$ cat src/rtl/tx_data_path.sv
// Transmit datapath for the double-buffered I2C transmitter: two shift buffers loaded from the
// parallel word (or buffer 0 passed into buffer 1), shifted MSB-first under external control.
module tx_data_path #(
  parameter int unsigned WIDTH = 32
) (
  input  logic             clk,
  input  logic             rst_n,
  input  logic             StartTX,
  input  logic [WIDTH-1:0] TXIn,
  input  logic             LoadTXBuff0,
  input  logic             LoadTXBuff1,
  input  logic             ShiftTXBuff0,
  input  logic             ShiftTXBuff1,
  input  logic             passTXbuff,
  output logic [WIDTH-1:0] dataIn,
  output logic             TXBuff0,
  output logic             TXBuff1,
  output logic             TXOut
);

  logic [WIDTH-1:0] buf0_q, buf0_d;
  logic [WIDTH-1:0] buf1_q, buf1_d;

  // Load has priority over shift on the same buffer.
  always_comb begin
    buf0_d = buf0_q;
    if (LoadTXBuff0) begin
      buf0_d = TXIn;
    end else if (ShiftTXBuff0) begin
      buf0_d = {buf0_q[WIDTH-2:0], 1'b0};
    end
  end

  // Pass-load takes the pre-edge buf0, so a simultaneous buf0 shift does not leak in.
  always_comb begin
    buf1_d = buf1_q;
    if (LoadTXBuff1) begin
      buf1_d = passTXbuff ? buf0_q : TXIn;
    end else if (ShiftTXBuff1) begin
      buf1_d = {buf1_q[WIDTH-2:0], 1'b0};
    end
  end

  always_ff @(posedge clk) begin
    if (!rst_n) begin
      buf0_q <= '0;
      buf1_q <= '0;
    end else begin
      buf0_q <= buf0_d;
      buf1_q <= buf1_d;
    end
  end

  assign TXBuff0 = buf0_q[WIDTH-1];
  assign TXBuff1 = buf1_q[WIDTH-1];
  assign dataIn  = passTXbuff ? buf1_q : buf0_q;
  // Line idles high while transmission is disabled.
  assign TXOut   = StartTX ? (passTXbuff ? buf1_q[WIDTH-1] : buf0_q[WIDTH-1]) : 1'b1;

endmodule

$ cat config.mk
export PLATFORM = sky130hd
export DESIGN_NAME = tx_data_path
export DESIGN_NICKNAME = d
export VERILOG_FILES = /design/src/rtl/tx_data_path.sv
export SDC_FILE = /design/constraint.sdc
export NUM_CORES = 1
export LEC_CHECK = 0
export CORE_MARGIN = 2
export CORE_UTILIZATION = 40
export DETAILED_ROUTE_END_ITERATION = 7
export GPL_TIMING_DRIVEN = 0
export PLACE_DENSITY = 0.75
export SKIP_CTS_REPAIR_TIMING = 1
export SLEW_MARGIN = 20
export SYNTH_ARGS = -nofsm -noshare
export SYNTH_HDL_FRONTEND = slang
export SYNTH_SLANG_ARGS = --single-unit
$ cat constraint.sdc
create_clock -name clk -period 1 [get_ports clk]
set_input_delay 0.2 -clock clk [delete_from_list [all_inputs] [get_ports clk]]
set_output_delay 0.2 -clock clk [all_outputs]
set_load 0.005 [all_outputs]
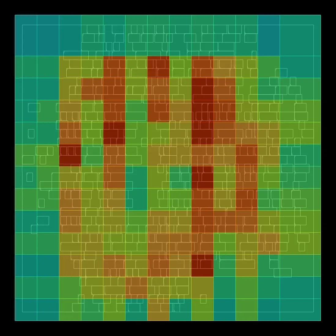
Fig. 1. Routing congestion map.
met3 Use GR: 0.0316
M1 GR Usage: 0.239
Avg WL per Cell: 16.9 um
busiest grt layer: met2

==> metrics.cfg <==
[setup_path]
cp-end-kind = output port
crit_end = TXOut
crit_path_start = buf0_q[31]
ff2ff_setup_slack_ns = 0.05
critPathArrivalTime_ns = 1.30
slowest_delay_ns = 0.34

[grt]
grt_max_degree = 11
grt_remaining_overflow = 0
grtUsageMet2 = 0.311

[timing]
hold_ws_ns = 0.170
setup_viol = 34
setup_ws_ns = -0.497
rsz0062_at_grt = yes
hold_viol = 0
finalSetupTns_ns = -8.56

[yosys]
ys_sh_xor = 0
yosysSeqAreaShare = 0.382
yosys-top-cells-area = dfxtp_1, mux2i_1, mux2_2
synth.comb.largest_family = multiplexers
synth_chip_area_um2 = 3360
fp_nets = 364
async_flop_share = 0
synth_top_area_share = 0.382

[power_and_ir_drop]
p_int_mw = 4.81
netSwitchingFraction = 0.263
clockPowerShare = 0.348
ir_worst_vdd_uv = 567

[routing]
met3_length_um = 333
wl_mm = 9.22
postRouteAntennaNets = 0
wl_met1_mm = 3.99
remaining_drc_errors = 0
via_per_inst = 5.40

[clock_network]
cts_tree = done
clk_pin_slew_ns = 0.07
numCtsBuffers = 9

[status]
status = finished, violations left
failed_checks = negative setup slack

[finish]
fin_area_um2 = 4620
drive_gt1_frac = 0.442
logic_gates = 228
flop_area_um2 = 1350
fin_cells = 544
fillers = 738
seq_share = 0.293

[floorplan]
die.size.y_um = 95.6
tapCellCount = 105

[run]
drv_cap = 0
warning_count = 28

[placed_design]
placed_area_um2 = 4200

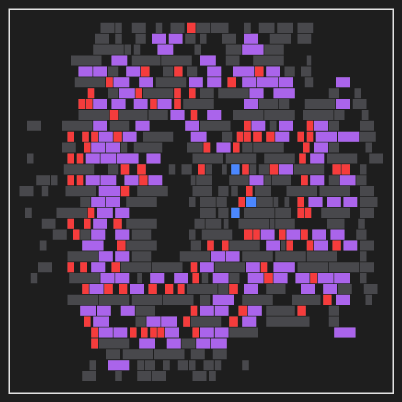
Fig. 2. Selected gate families.
Scale: 4 px per um.
legend:
  blue:
    family: NOR gates
    cells: 3
  purple:
    family: multiplexers
    cells: 126
  red:
    family: inverting AOI/OAI gates
    cells: 96

==> power by group through the flow <==
stage | clock network (mW) | logic, mW | registers, mW
3_3_place_gp | 0 | 1.24 | 2.93
4_1_cts | 2.30 | 1.26 | 2.88
2_1_floorplan | 0 | 0.730 | 2.89
5_1_grt | 2.42 | 1.46 | 2.92
6_report | 2.27 | 1.35 | 2.90
3_5_place_dp | 0 | 1.26 | 2.94
==> layout by cell type (no fill, tap or decap), drive strengths merged <==
cell / n
mux2i: 94
dfxtp: 64
clkbuf: 55
buf: 51
a21oi: 33
clkdlybuf4s50: 33
o21ai: 32
mux2: 32
o22ai: 31
dlymetal6s2s: 3
nor2b: 2
clkinv: 2
inv: 2
or2: 1
nor3b: 1
nand2b: 1
nand2: 1
bufinv: 1
Power and IR drop assume default switching activity.
